## src/rtl/pipeline_register.sv

```systemverilog
// Single-stage valid/ready register slice with a skid register; every output is a flop.
// Define PIPELINE_REG_STALL_CNT_EN to add a saturating stall_count output.
module pipeline_register #(
  parameter int unsigned DATA_WIDTH = 32
) (
  input  logic                  clk,
  input  logic                  rst,
  input  logic                  in_valid,
  output logic                  in_ready,
  input  logic [DATA_WIDTH-1:0] in_data,
  output logic                  out_valid,
  input  logic                  out_ready,
  output logic [DATA_WIDTH-1:0] out_data
`ifdef PIPELINE_REG_STALL_CNT_EN
  ,
  output logic [15:0]           stall_count
`endif
);

  typedef enum logic [1:0] {
    EMPTY = 2'd0,
    BUSY  = 2'd1,
    FULL  = 2'd2
  } state_t;

  state_t                state;
  logic [DATA_WIDTH-1:0] skid;

  // out_data doubles as the main register; in_ready/out_valid track the state.
  always_ff @(posedge clk) begin
    if (rst) begin
      state     <= EMPTY;
      out_valid <= 1'b0;
      in_ready  <= 1'b1;
      out_data  <= '0;
      skid      <= '0;
    end else begin
      case (state)
        EMPTY: begin
          if (in_valid) begin
            out_data  <= in_data;
            out_valid <= 1'b1;
            state     <= BUSY;
          end
        end
        BUSY: begin
          if (in_valid && out_ready) begin
            out_data <= in_data;
          end else if (in_valid) begin
            skid     <= in_data;
            in_ready <= 1'b0;
            state    <= FULL;
          end else if (out_ready) begin
            out_valid <= 1'b0;
            state     <= EMPTY;
          end
        end
        FULL: begin
          if (out_ready) begin
            out_data <= skid;
            in_ready <= 1'b1;
            state    <= BUSY;
          end
        end
        default: begin
          out_valid <= 1'b0;
          in_ready  <= 1'b1;
          state     <= EMPTY;
        end
      endcase
    end
  end

`ifdef PIPELINE_REG_STALL_CNT_EN
  // Counts cycles where a beat is presented but not taken; saturates at all ones.
  always_ff @(posedge clk) begin
    if (rst) begin
      stall_count <= '0;
    end else if (out_valid && !out_ready && (stall_count != 16'hFFFF)) begin
      stall_count <= stall_count + 16'd1;
    end
  end
`endif

endmodule

```

## config.mk

```make
export PLATFORM = sky130hd
export DESIGN_NAME = pipeline_register
export DESIGN_NICKNAME = d
export VERILOG_FILES = /design/src/rtl/pipeline_register.sv
export SDC_FILE = /design/constraint.sdc
export NUM_CORES = 1
export LEC_CHECK = 0
export CORE_MARGIN = 2
export CORE_UTILIZATION = 48
export DETAILED_ROUTE_END_ITERATION = 8
export GPL_ROUTABILITY_DRIVEN = 0
export PLACE_DENSITY = 0.8
export SLEW_MARGIN = 20
export SYNTH_ARGS = -nofsm -noshare
export SYNTH_HDL_FRONTEND = slang
export SYNTH_SLANG_ARGS = --single-unit
```

## constraint.sdc

```tcl
create_clock -name clk -period 2.1 [get_ports clk]
set_input_delay 0.63 -clock clk [delete_from_list [all_inputs] [get_ports clk]]
set_output_delay 0.63 -clock clk [all_outputs]
set_load 0.03 [all_outputs]
```

==> impl_metrics.xml, run 1 <==
<?xml version="1.0" encoding="UTF-8"?>
<metrics>
  <group name="logic_synthesis">
    <metric name="synth_xor_xnor_area_share" unit="%">0</metric>
    <metric name="synthCells" unit="">318</metric>
    <metric name="numSynthFlops" unit="">68</metric>
    <metric name="synthMostInstantiatedCell" unit="">sky130_fd_sc_hd__dfxtp_1</metric>
    <metric name="ys_dominant_reg_cell" unit="">sky130_fd_sc_hd__dfxtp_1</metric>
    <metric name="synth.cellmix.simpleShare" unit="%">10.7</metric>
  </group>
  <group name="clock_tree">
    <metric name="post_cts_hold_buffer_count" unit="">0</metric>
    <metric name="htree_levels" unit="">3</metric>
    <metric name="postCtsResizedCells" unit="">0</metric>
  </group>
  <group name="routing">
    <metric name="final_antenna_net_count" unit="">0</metric>
    <metric name="number_of_optimization_iterations_in_the_first_detailed_route_pass" unit="">4</metric>
  </group>
  <group name="worst_setup_path">
    <metric name="worst_setup_path_start_kind" unit="">flip-flop</metric>
    <metric name="cell_chain_of_the_critical_path" unit="">clkdlybuf4s50_1</metric>
    <metric name="reg2reg_setup_slack" unit="ns">0.39</metric>
  </group>
  <group name="power_and_ir_drop">
    <metric name="powerDensity" unit="nW/µm²">836</metric>
  </group>
  <group name="sta">
    <metric name="final.min_clock_period" unit="ns">2.03</metric>
    <metric name="finalSetupTns" unit="ns">0</metric>
    <metric name="worst_pin_slew" unit="ns">0.513</metric>
    <metric name="fin_worst_skew" unit="ns">0.0118</metric>
  </group>
  <group name="run_status">
    <metric name="run_status" unit="">finished clean</metric>
  </group>
</metrics>
## run 1: worst min-delay path, stage by stage, from the launching register on
cell	delay, ns
sky130_fd_sc_hd__dfxtp_1	0.31
sky130_fd_sc_hd__nand2_1	0.05
sky130_fd_sc_hd__a21oi_1	0.05
## run 1: metal layers
metal / vias up / part of all wire, % / wire [µm]
met1: 1236 / 43 / 3230
li1: 1268 / - / -
met5: - / 0 / 0
met4: 0 / 1.8 / 136
met3: 13 / 4.5 / 332
met2: 59 / 50 / 3740
## run 1: state kept, by name, indices dropped and copies added (netlist names)
register and flops:
state 2, out_data 32, in_ready 1, skid 32, out_valid 1
## run 1: report_power, final
group          internal, mW  total (mW)  switching, mW
clock                 0.791        1.30          0.512
combinational         0.319       0.703          0.384
sequential             1.37        1.43         0.0543
total                  2.48        3.43          0.951
**Run 1: local utilization**

8 x 8 tiles, from white (low) to dark blue (high), 0 to 100% covered.
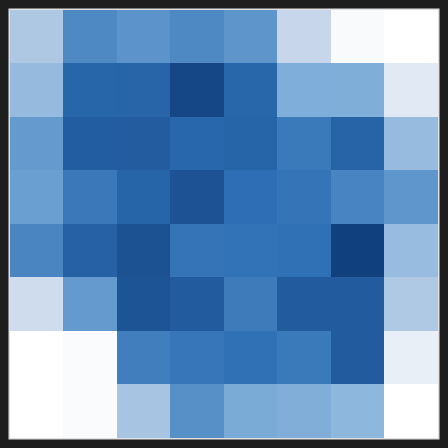
tiles over 75% full: 30%
mean over tiles: 57%
emptiest ninth of the die: south-west
densest ninth of the die: centre
fullest tile: 94%
nearly empty tiles: 6.2%
Core Density at Floorplan: 49.0%
core area: 6280 µm²
share of the core filled with cells: 65.4%

**Run 1: the metal 1 layer**

Supply wires on this layer in grey.
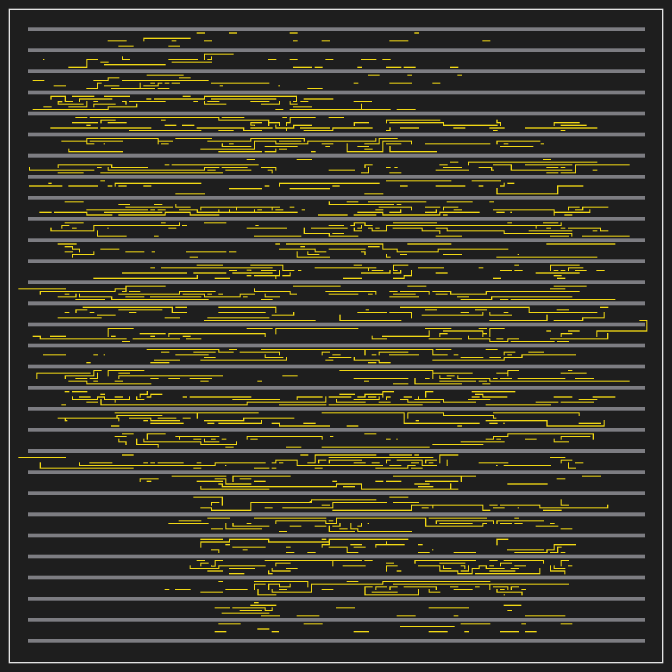
longest straight run: 22.5 µm
nets with wire on the layer: 370
wire length on this layer: 3,230 µm
share of all routed wire: 43%
main direction: horizontal
met1 Usage GRT: 27.4%
total wire length after detailed routing: 7430 µm
vias: 2,576

**Run 1: metal 4**

Scale bar: 20 µm. Supply wires on this layer in grey.
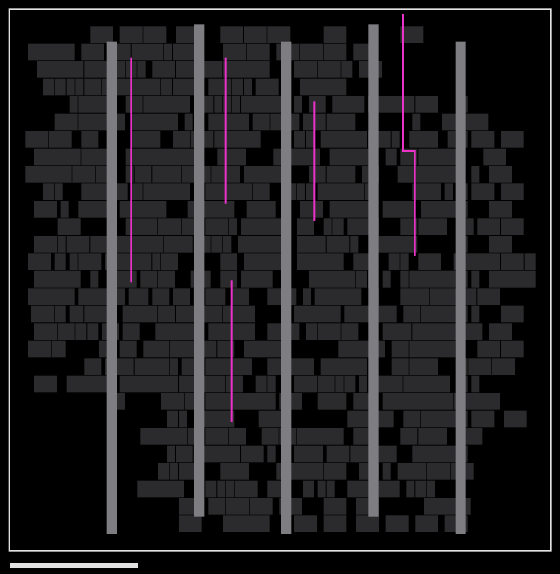
wire length on this layer: 137 µm
share of all routed wire: 1.8%

==> run 2, diff against run 1 <==
SKIP_CTS_REPAIR_TIMING = 1   (was unset)
==> impl_metrics.xml, run 2 <==
<?xml version="1.0" encoding="UTF-8"?>
<metrics>
  <group name="sta">
    <metric name="layout_setup_ws" unit="ns">0.0729</metric>
    <metric name="fin_worst_skew" unit="ns">0.0118</metric>
    <metric name="final.min_clock_period" unit="ns">2.03</metric>
    <metric name="worst_pin_slew" unit="ns">0.513</metric>
    <metric name="finalSetupTns" unit="ns">0</metric>
  </group>
  <group name="routing">
    <metric name="wirelength_met1" unit="µm">3230</metric>
    <metric name="detailroute.via_count" unit="">2576</metric>
    <metric name="maxUsedRoutingLayer" unit="">met4</metric>
    <metric name="met2RoutedLength" unit="µm">3740</metric>
    <metric name="number_of_optimization_iterations_in_the_first_detailed_route_pass" unit="">4</metric>
    <metric name="final_antenna_net_count" unit="">0</metric>
    <metric name="routed_wl" unit="µm">7430</metric>
    <metric name="drcViolationCount" unit="">0</metric>
  </group>
  <group name="worst_setup_path">
    <metric name="required" unit="ns">1.47</metric>
    <metric name="cell_chain_of_the_critical_path" unit="">clkdlybuf4s50_1</metric>
    <metric name="path_max_fanout" unit="">2</metric>
    <metric name="worst_setup_path_start_kind" unit="">flip-flop</metric>
    <metric name="worst-path-buf-inv" unit="">1</metric>
    <metric name="criticalPathCategory" unit="">reg2out</metric>
  </group>
  <group name="clock_tree">
    <metric name="htree_levels" unit="">3</metric>
    <metric name="cts_inserted_buffers" unit="">9</metric>
    <metric name="root_buffer" unit="">sky130_fd_sc_hd__clkbuf_8</metric>
  </group>
  <group name="placed_design">
    <metric name="postPlaceCellArea" unit="µm²">3870</metric>
    <metric name="port-buffer-count" unit="">69</metric>
    <metric name="placedCellCount" unit="">446</metric>
  </group>
  <group name="floorplan">
    <metric name="floorplan.initialDensity" unit="%">49.0</metric>
    <metric name="die_x" unit="µm">84.1</metric>
    <metric name="core_area" unit="µm²">6280</metric>
  </group>
  <group name="logic_synthesis">
    <metric name="synth_xor_xnor_area_share" unit="%">0</metric>
    <metric name="muxShareOfSynthArea" unit="%">10.9</metric>
    <metric name="synth-cells-yosys" unit="">318</metric>
    <metric name="synthMostInstantiatedCell" unit="">sky130_fd_sc_hd__dfxtp_1</metric>
    <metric name="synth.cellmix.simpleShare" unit="%">10.7</metric>
    <metric name="numSynthFlops" unit="">68</metric>
    <metric name="synthCells" unit="">318</metric>
  </group>
  <group name="power_and_ir_drop">
    <metric name="total_leakage_power" unit="nW">1.61</metric>
  </group>
  <group name="finish">
    <metric name="fin_util" unit="%">65.4</metric>
    <metric name="finish.net_count" unit="">416</metric>
    <metric name="layout_top_registers" unit="">out_data: 32 flops, skid: 32 flops, state: 2 flops</metric>
  </group>
  <group name="run_status">
    <metric name="run_status" unit="">finished clean</metric>
  </group>
  <group name="grt">
    <metric name="first_global_vias" unit="">2539</metric>
    <metric name="grt_first_pass_wirelength" unit="µm">12300</metric>
    <metric name="grtUsageMet1" unit="%">27.4</metric>
  </group>
</metrics>
run 2: cell type report:
| cell class | instances | area share (%) |
|---|---|---|
| clock buffers | 10 | 3.11 |
| well taps | 77 | 2.35 |
| repair buffers | 86 | 21.3 |
| clock inverters | 6 | 2.71 |
| multi-input cells | 214 | 37.3 |
| inverters | 1 | 0.0914 |
| flip-flops and latches | 68 | 33.2 |
run 2: final timing paths:
| path | end | cells past startpoint | slack, ns | startpoint |
|---|---|---|---|---|
| min reg2reg | skid[21] | 2 | 0.45 | skid[21] |
| max | out_data[31] | 1 | 0.07 | out_data[31] |
| max reg2reg | out_data[23] | 3 | 0.39 | state[1] |
| min | skid[21] | 2 | 0.45 | skid[21] |
run 2: where the power goes:
group	internal, mW	switching, mW
Clock	0.791	0.512
Sequential	1.37	0.0543
Combinational	0.319	0.384
**Run 2: routing congestion**

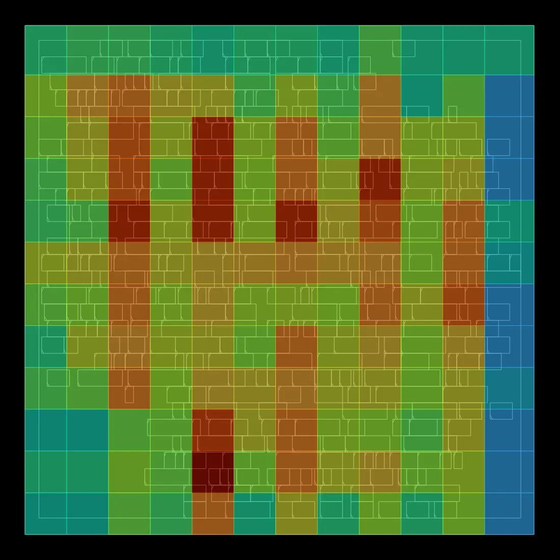
WL/cell: 16.1 µm
Global Route met2 Usage: 34.8%
met3 layer usage reported by global route: 5.04%
grt peak-use layer: met2

**Run 2: metal 4**

Scale bar: 20 µm. Supply wires on this layer in grey.
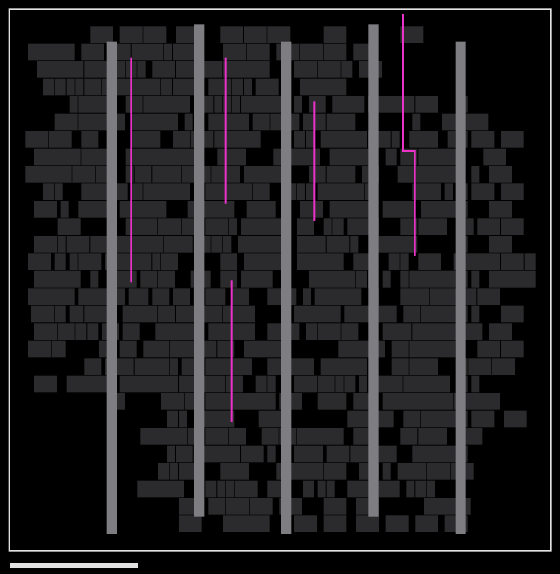
longest straight run: 34.7 µm
share of all routed wire: 1.8%
main direction: vertical
nets with wire on the layer: 4

==> run 3, diff against run 2 <==
CORE_MARGIN = unset   (was 2)
CORE_UTILIZATION = 50   (was 48)
PLACE_DENSITY = 0.83   (was 0.8)
RECOVER_POWER = 25   (was unset)
**Run 3: the metal 1 layer**

Supply wires on this layer in grey.
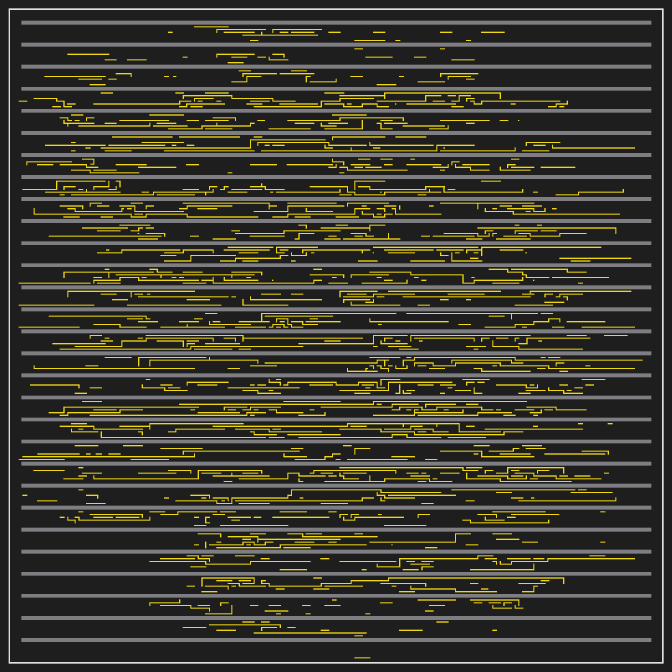
nets with wire on the layer: 369
share of all routed wire: 46%
main direction: horizontal
met1 Usage GRT: 31.7%
vias: 2,660
total wire length after detailed routing: 7750 µm

==> impl_metrics.xml, run 3 <==
<?xml version="1.0" encoding="UTF-8"?>
<metrics>
  <group name="logic_synthesis">
    <metric name="ys_dominant_reg_cell" unit="">sky130_fd_sc_hd__dfxtp_1</metric>
    <metric name="numSynthFlops" unit="">68</metric>
    <metric name="synth_xor_xnor_area_share" unit="%">0</metric>
    <metric name="synth-cells-yosys" unit="">318</metric>
  </group>
  <group name="power_and_ir_drop">
    <metric name="p_comb" unit="mW">0.709</metric>
    <metric name="power.switching" unit="mW">0.965</metric>
    <metric name="power_top_consumer" unit="">sequential cells</metric>
    <metric name="sw_frac_of_total" unit="%">27.7</metric>
    <metric name="powerDensity" unit="nW/µm²">844</metric>
    <metric name="pwr.group.clock" unit="mW">1.34</metric>
  </group>
  <group name="grt">
    <metric name="globalRouteMet2Util" unit="%">42.6</metric>
    <metric name="grt_first_pass_wirelength" unit="µm">12400</metric>
  </group>
  <group name="clock_tree">
    <metric name="htree_levels" unit="">3</metric>
    <metric name="root_buffer" unit="">sky130_fd_sc_hd__clkbuf_8</metric>
    <metric name="cts_inserted_buffers" unit="">9</metric>
  </group>
  <group name="floorplan">
    <metric name="die_x" unit="µm">80.4</metric>
    <metric name="floorplan.initialDensity" unit="%">52.0</metric>
  </group>
  <group name="sta">
    <metric name="final.min_clock_period" unit="ns">2.02</metric>
  </group>
  <group name="worst_setup_path">
    <metric name="worst-path-buf-inv" unit="">1</metric>
    <metric name="worst_setup_path_start_kind" unit="">flip-flop</metric>
    <metric name="cell_chain_of_the_critical_path" unit="">clkdlybuf4s50_1</metric>
    <metric name="criticalPathCategory" unit="">reg2out</metric>
  </group>
  <group name="finish">
    <metric name="finish.net_count" unit="">419</metric>
    <metric name="layout_top_registers" unit="">out_data: 32 flops, skid: 32 flops, state: 2 flops</metric>
  </group>
  <group name="placed_design">
    <metric name="placedCellCount" unit="">447</metric>
  </group>
  <group name="routing">
    <metric name="route.detailed.wl_per_inst" unit="µm">16.7</metric>
  </group>
  <group name="run_status">
    <metric name="run_status" unit="">finished clean</metric>
  </group>
</metrics>
**Run 3: placed cells, one colour a class**

Scale bar: 20 µm. Fill, decap, tap and diode cells in grey.
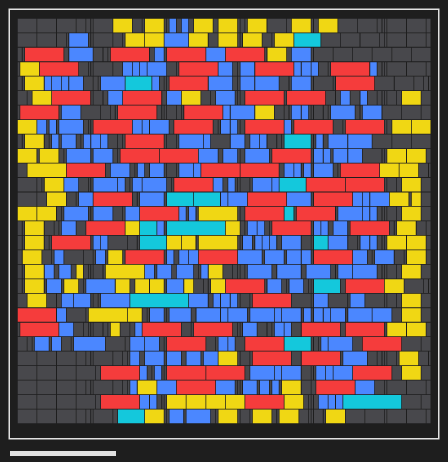
legend:
  remaining logic cells:
    colour: blue
    cells: 215
    share_of_their_area: 38%
  clock drivers and dummy loads:
    colour: cyan
    cells: 16
    share_of_their_area: 6.2%
  registers:
    colour: red
    cells: 68
    share_of_their_area: 34%
  remaining buffers and delay cells:
    colour: yellow
    cells: 89
    share_of_their_area: 22%
fraction of standard cell area that is sequential: 33.0%
share of the core filled with cells: 69.6%

run 3: path summary, 6_finish.rpt:
kind / slack, ns / cells after the start / from / to
worst max-delay path: 0.08 / 1 / out_data[10] / out_data[10]
worst min-delay path: 0.45 / 2 / skid[16] / skid[16]
worst max register to register: 0.41 / 4 / state[1] / out_data[10]
worst min register to register: 0.45 / 2 / skid[16] / skid[16]
run 3: cell type report:
| cell class | count | area [µm²] | area share [%] |
|---|---|---|---|
| inverters | 1 | 3.75 | 0.0911 |
| flip-flops and latches | 68 | 1360 | 33.0 |
| well taps | 75 | 93.8 | 2.28 |
| repair buffers | 89 | 890 | 21.6 |
| clock buffers | 10 | 138 | 3.34 |
| clock inverters | 6 | 111 | 2.70 |
| multi-input cells | 214 | 1520 | 36.9 |
Power and IR drop assume default switching activity.
